**src/rtl/imm_gen_pkg.sv**
```systemverilog
// imm_gen_pkg: opcodes, format codes and buffer states shared by the immediate generator.
package imm_gen_pkg;
    localparam logic [6:0] OPC_OP_IMM   = 7'b0010011;
    localparam logic [6:0] OPC_LOAD     = 7'b0000011;
    localparam logic [6:0] OPC_JALR     = 7'b1100111;
    localparam logic [6:0] OPC_FENCE    = 7'b0001111;
    localparam logic [6:0] OPC_OP_IMM32 = 7'b0011011;
    localparam logic [6:0] OPC_STORE    = 7'b0100011;
    localparam logic [6:0] OPC_BRANCH   = 7'b1100011;
    localparam logic [6:0] OPC_LUI      = 7'b0110111;
    localparam logic [6:0] OPC_AUIPC    = 7'b0010111;
    localparam logic [6:0] OPC_JAL      = 7'b1101111;
    localparam logic [6:0] OPC_OP       = 7'b0110011;
    localparam logic [6:0] OPC_OP32     = 7'b0111011;
    localparam logic [6:0] OPC_SYSTEM   = 7'b1110011;

    typedef enum logic [2:0] {FMT_R, FMT_I, FMT_S, FMT_B, FMT_U, FMT_J, FMT_Z, FMT_INV} fmt_e;
    typedef enum logic [1:0] {BUF_EMPTY, BUF_ONE, BUF_FULL} buf_e;

    function automatic bit xlen_ok(input int xlen);
        return xlen == 32 || xlen == 64;
    endfunction
endpackage

```
**src/rtl/imm_gen_pipe_decode.sv**
```systemverilog
// imm_decode_comb: combinational instruction -> {immediate, format} decoder.
module imm_decode_comb
    import imm_gen_pkg::*;
#(
    parameter int XLEN = 32
) (
    input  logic [31:0]     instr,
    output logic [XLEN-1:0] imm,
    output fmt_e            fmt
);
    localparam bit RV64 = XLEN == 64;

    logic signed [31:0] i_s, s_s, b_s, u_s, j_s;
    logic [2:0] f3;

    // Build each immediate sign-extended to 32 bits; the XLEN cast extends further on RV64.
    assign i_s = 32'($signed(instr[31:20]));
    assign s_s = 32'($signed({instr[31:25], instr[11:7]}));
    assign b_s = 32'($signed({instr[31], instr[7], instr[30:25], instr[11:8], 1'b0}));
    assign u_s = {instr[31:12], 12'h000};
    assign j_s = 32'($signed({instr[31], instr[19:12], instr[20], instr[30:21], 1'b0}));
    assign f3  = instr[14:12];

    always_comb begin
        imm = '0;
        fmt = FMT_INV;
        case (instr[6:0])
            OPC_OP_IMM, OPC_LOAD, OPC_JALR, OPC_FENCE: begin
                fmt = FMT_I;
                imm = XLEN'(i_s);
            end
            OPC_OP_IMM32: begin
                fmt = RV64 ? FMT_I : FMT_INV;
                imm = RV64 ? XLEN'(i_s) : '0;
            end
            OPC_STORE: begin
                fmt = FMT_S;
                imm = XLEN'(s_s);
            end
            OPC_BRANCH: begin
                fmt = FMT_B;
                imm = XLEN'(b_s);
            end
            OPC_LUI, OPC_AUIPC: begin
                fmt = FMT_U;
                imm = XLEN'(u_s);
            end
            OPC_JAL: begin
                fmt = FMT_J;
                imm = XLEN'(j_s);
            end
            OPC_OP: fmt = FMT_R;
            OPC_OP32: fmt = RV64 ? FMT_R : FMT_INV;
            OPC_SYSTEM: begin
                case (f3)
                    3'b000: begin
                        fmt = FMT_I;
                        imm = XLEN'(i_s);
                    end
                    3'b001, 3'b010, 3'b011: begin
                        fmt = FMT_I;
                        imm = XLEN'(instr[31:20]);
                    end
                    3'b101, 3'b110, 3'b111: begin
                        fmt = FMT_Z;
                        imm = XLEN'(instr[19:15]);
                    end
                    default: fmt = FMT_INV;
                endcase
            end
            default: fmt = FMT_INV;
        endcase
    end
endmodule

```
**src/rtl/imm_gen_pipe.sv**
```systemverilog
// imm_gen_pipe: one-cycle pipelined immediate generator behind a 2-entry skid buffer.
module imm_gen_pipe
    import imm_gen_pkg::*;
#(
    parameter int XLEN  = 32,
    parameter int TAG_W = 8,
    parameter int ERR_W = 16
) (
    input  logic             clk,
    input  logic             rst_n,
    input  logic             in_valid,
    output logic             in_ready,
    input  logic [31:0]      in_instr,
    input  logic [TAG_W-1:0] in_tag,
    output logic             out_valid,
    input  logic             out_ready,
    output logic [XLEN-1:0]  out_imm,
    output logic [2:0]       out_fmt,
    output logic             out_illegal,
    output logic [TAG_W-1:0] out_tag,
    output logic [ERR_W-1:0] err_cnt
);
    if (!xlen_ok(XLEN)) begin : g_bad_xlen
        $error("imm_gen_pipe: XLEN must be 32 or 64");
    end

    logic [XLEN-1:0]  dec_imm, skid_imm;
    fmt_e             dec_fmt, skid_fmt;
    logic [TAG_W-1:0] skid_tag;
    buf_e             state, state_nx;
    logic             acc, drn, load_out, load_skid, from_skid;

    imm_decode_comb #(.XLEN(XLEN)) u_dec (
        .instr (in_instr),
        .imm   (dec_imm),
        .fmt   (dec_fmt)
    );

    assign acc       = in_valid & in_ready;
    assign drn       = out_valid & out_ready;
    assign out_valid = state != BUF_EMPTY;

    always_ff @(posedge clk or negedge rst_n) begin
        if (!rst_n) begin
            state    <= BUF_EMPTY;
            in_ready <= 1'b1;
        end else begin
            state    <= state_nx;
            in_ready <= state_nx != BUF_FULL;
        end
    end

    // The output register is the head entry; the skid register only fills when it is held.
    always_comb begin
        state_nx  = state;
        load_out  = 1'b0;
        load_skid = 1'b0;
        from_skid = 1'b0;
        case (state)
            BUF_EMPTY: begin
                load_out = acc;
                state_nx = acc ? BUF_ONE : BUF_EMPTY;
            end
            BUF_ONE: begin
                load_out  = acc & drn;
                load_skid = acc & !drn;
                state_nx  = (acc & !drn) ? BUF_FULL : (drn & !acc) ? BUF_EMPTY : BUF_ONE;
            end
            BUF_FULL: begin
                from_skid = drn;
                state_nx  = drn ? BUF_ONE : BUF_FULL;
            end
            default: state_nx = BUF_EMPTY;
        endcase
    end

    always_ff @(posedge clk or negedge rst_n) begin
        if (!rst_n) begin
            out_imm     <= '0;
            out_fmt     <= 3'd0;
            out_illegal <= 1'b0;
            out_tag     <= '0;
            skid_imm    <= '0;
            skid_fmt    <= FMT_R;
            skid_tag    <= '0;
        end else begin
            if (load_out) begin
                out_imm     <= dec_imm;
                out_fmt     <= dec_fmt;
                out_illegal <= dec_fmt == FMT_INV;
                out_tag     <= in_tag;
            end else if (from_skid) begin
                out_imm     <= skid_imm;
                out_fmt     <= skid_fmt;
                out_illegal <= skid_fmt == FMT_INV;
                out_tag     <= skid_tag;
            end
            if (load_skid) begin
                skid_imm <= dec_imm;
                skid_fmt <= dec_fmt;
                skid_tag <= in_tag;
            end
        end
    end

    always_ff @(posedge clk or negedge rst_n) begin
        if (!rst_n) err_cnt <= '0;
        else if (acc && dec_fmt == FMT_INV && err_cnt != '1) err_cnt <= err_cnt + 1'b1;
    end
endmodule

```
**config.mk**
```make
export PLATFORM = sky130hd
export DESIGN_NAME = imm_gen_pipe
export DESIGN_NICKNAME = d
export VERILOG_FILES = /design/src/rtl/imm_gen_pkg.sv /design/src/rtl/imm_gen_pipe_decode.sv /design/src/rtl/imm_gen_pipe.sv
export SDC_FILE = /design/constraint.sdc
export NUM_CORES = 1
export LEC_CHECK = 0
export CORE_UTILIZATION = 50
export CTS_BUF_LIST = sky130_fd_sc_hd__clkbuf_16
export DETAILED_ROUTE_END_ITERATION = 6
export PLACE_DENSITY = 0.78
export SLEW_MARGIN = 15
export SYNTH_ARGS = -nofsm -noshare
export SYNTH_HDL_FRONTEND = slang
export SYNTH_SLANG_ARGS = --single-unit
export TNS_END_PERCENT = 50
```
**constraint.sdc**
```tcl
create_clock -name clk -period 4.2 [get_ports clk]
set_clock_uncertainty 0.15 [all_clocks]
set_input_delay 1.26 -clock clk [delete_from_list [all_inputs] [get_ports clk]]
set_output_delay 1.26 -clock clk [all_outputs]
set_load 0.01 [all_outputs]
```
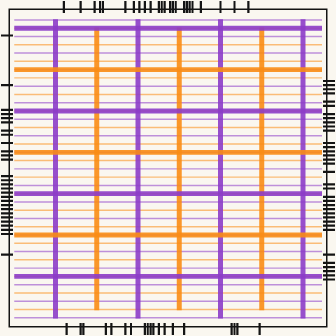
Fig. 1. Supply network.
Pins as bars on the die edge.
Purple is VSS. Orange is VDD.
7 straps on met5. 106 signal pins sit on the boundary. 37 met1 rails follow the rows. 7 straps on met4.

==> reports/metrics.yaml <==
period_needed_ns: 3.52
synth_area_um2: 5190
fmax_ghz: 0.284
clk_pin_slew_ns: 0.08
aoi_share_pct: 19.7
routedWlPerCell_um: 17.1
tritoncts: "done"
dieHeight_um: 104
top_power_group: "sequential cells"
min_path_type: "register to register"
cts-root-buf: "clkbuf_16"
register_area_um2: 2650
top_cells_by_count: "nand2_1 (123), dfrtp_1 (105), nand3_1 (32), nor2_1 (32), o21ai_0 (30)"
yosysChipArea_um2: 5190
warning_count: 27
place_congestion: 0.835
slew_headroom_pct: 42.4
clockBufferDepth: 2
whs_ns: 0.332
layout-drive-gt1-share_pct: 8.89
leakagePower_nw: 2.93
logic_family: "simple AND/OR/NAND/NOR gates"
status: "finished, final reports clean"
die_w_um: 104
top_cell: "nand2_1"
simple_gate_share_pct: 21.7
io_pins: 106
netlist-cell-type-count: 68
hold_buffers: 0
critPathArrivalTime_ns: 3.64
start_kind: "primary input"
p_clk_w: 0.000807
cts_buffers: 9
path_class: "primary input to register"
grt_usage_pct: 25.4
hpwl_um: 9060
rows: 36
gr-total-overflow: 0
rsz0062_at_grt: "false"
cp_max_fo: 16
fin_nets: 672
area_growth_pct: 27.4
clkPwrFrac_pct: 22.3
synth_nets: 578
tns_ns: 0
tapCellCount: 133
setup_viol: 0
end_kind: "register"
grt_pass1_vias: 4395
whs_path_depth: 2
yosysWarnings: 0
setup_slack_ns: 0.681
required_ns: 4.32
dpl_worst_slack_ns: 0.368
topCellsByArea: "dfrtp_1 (51%), nand2_1 (8.9%), a222oi_1 (3.7%)"
seqPwrFrac_pct: 41.8
fp_util_pct: 52.4
synthCells: 531
combPwrFrac_pct: 35.8
seq-cell-share_pct: 40.1
grt_max_degree: 68
numSynthFlops: 106
drv_slew: 0
p_seq_w: 0.00151
clkbuf_count: 9
drv_cap: 0
clkLatencyLatePin_ns: 0.34
ys_sh_mux_pct: 0.482
top_area_cell_class: "registers"
finalClockPeriodUsage_pct: 83.8
final-nonclk-buf-share_pct: 17.3
inverters: 8
r2r_cells: 10
top_cell_area_share_pct: 50.6
clock_area_share_pct: 4.33
postCtsSetupRepairBufs: 0
powerDensity_nw_per_um2: 546
first_pass_iters: 5
comb_share_pct: 35.3
grt_pass1_wl_um: 22300
cts_resized: 0
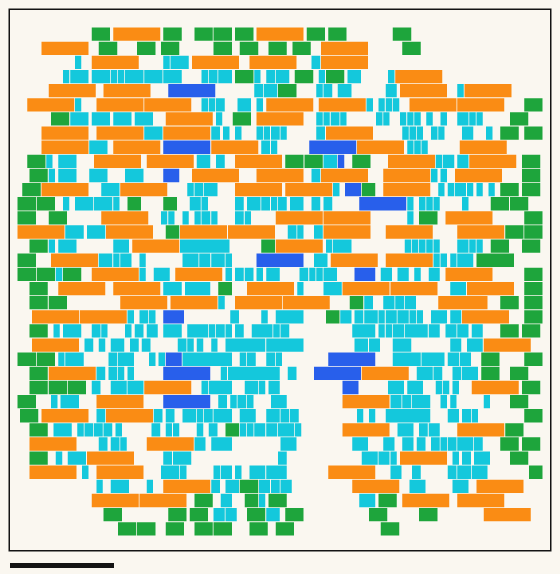
Fig. 2. Placement by cell class.
Scale bar: 20 µm.
Orange is sequential cells, cells 106, share of their area 41%. Blue is clock drivers and dummy loads, cells 16, share of their area 4.4%. Cyan is combinational and other logic, cells 392, share of their area 37%. Green is remaining buffers and delay cells, cells 116, share of their area 18%.

==> worst paths after layout <==
kind | start | endpoint | slack, ns
hold reg to reg | skid_tag[6]$_DFFE_PN0P_ | skid_tag[6]$_DFFE_PN0P_ | 0.33
setup reg to reg | state[1]$_DFF_PN0_ | out_imm[1]$_DFFE_PN0P_ | 1.45
max in group asynchronous | rst_n | in_ready$_DFF_PN1_ | 2.28
min in group asynchronous | rst_n | err_cnt[5]$_DFFE_PN0P_ | 0.88
hold / removal | skid_tag[6]$_DFFE_PN0P_ | skid_tag[6]$_DFFE_PN0P_ | 0.33
setup / recovery | in_instr[6] | out_imm[30]$_DFFE_PN0P_ | 0.68
==> placed cells by master, fill, tap and decap left out, types with 4 or more instances in the layout <==
cell / n
nand2_1: 123
dfrtp_1: 105
clkdlybuf4s50_1: 104
nand3_1: 32
o21ai_0: 30
nor2_1: 30
a222oi_1: 19
a22oi_1: 16
xnor2_1: 13
a221o_1: 12
a31oi_1: 11
buf_4: 11
a21oi_1: 9
nand4_1: 9
clkbuf_16: 9
inv_1: 8
nor3_1: 6
and3_1: 6
and2_1: 4
nand3_2: 4
==> state kept, by name, indices dropped and copies added (netlist names) <==
register and count:
out_imm 32, skid_imm 32, err_cnt 16, out_tag 8, skid_tag 8, out_fmt 3
skid_fmt 3, state 2, in_ready 1, out_illegal 1
==> layer usage <==
layer,up-vias,track usage [%],wire (µm)
li1,2110,-,-
met2,194,41.0,6280
met5,-,0,0
met3,11,4.01,835
met1,2200,36.1,5810
met4,0,6.22,128
==> critical path: stages <==
cell,delay (ns)
clkdlybuf4s50_1,0.82
nand2_2,0.21
a211oi_1,0.45
o211ai_4,0.16
o311ai_4,0.13
nand3_1,0.41
nand2_1,0.19
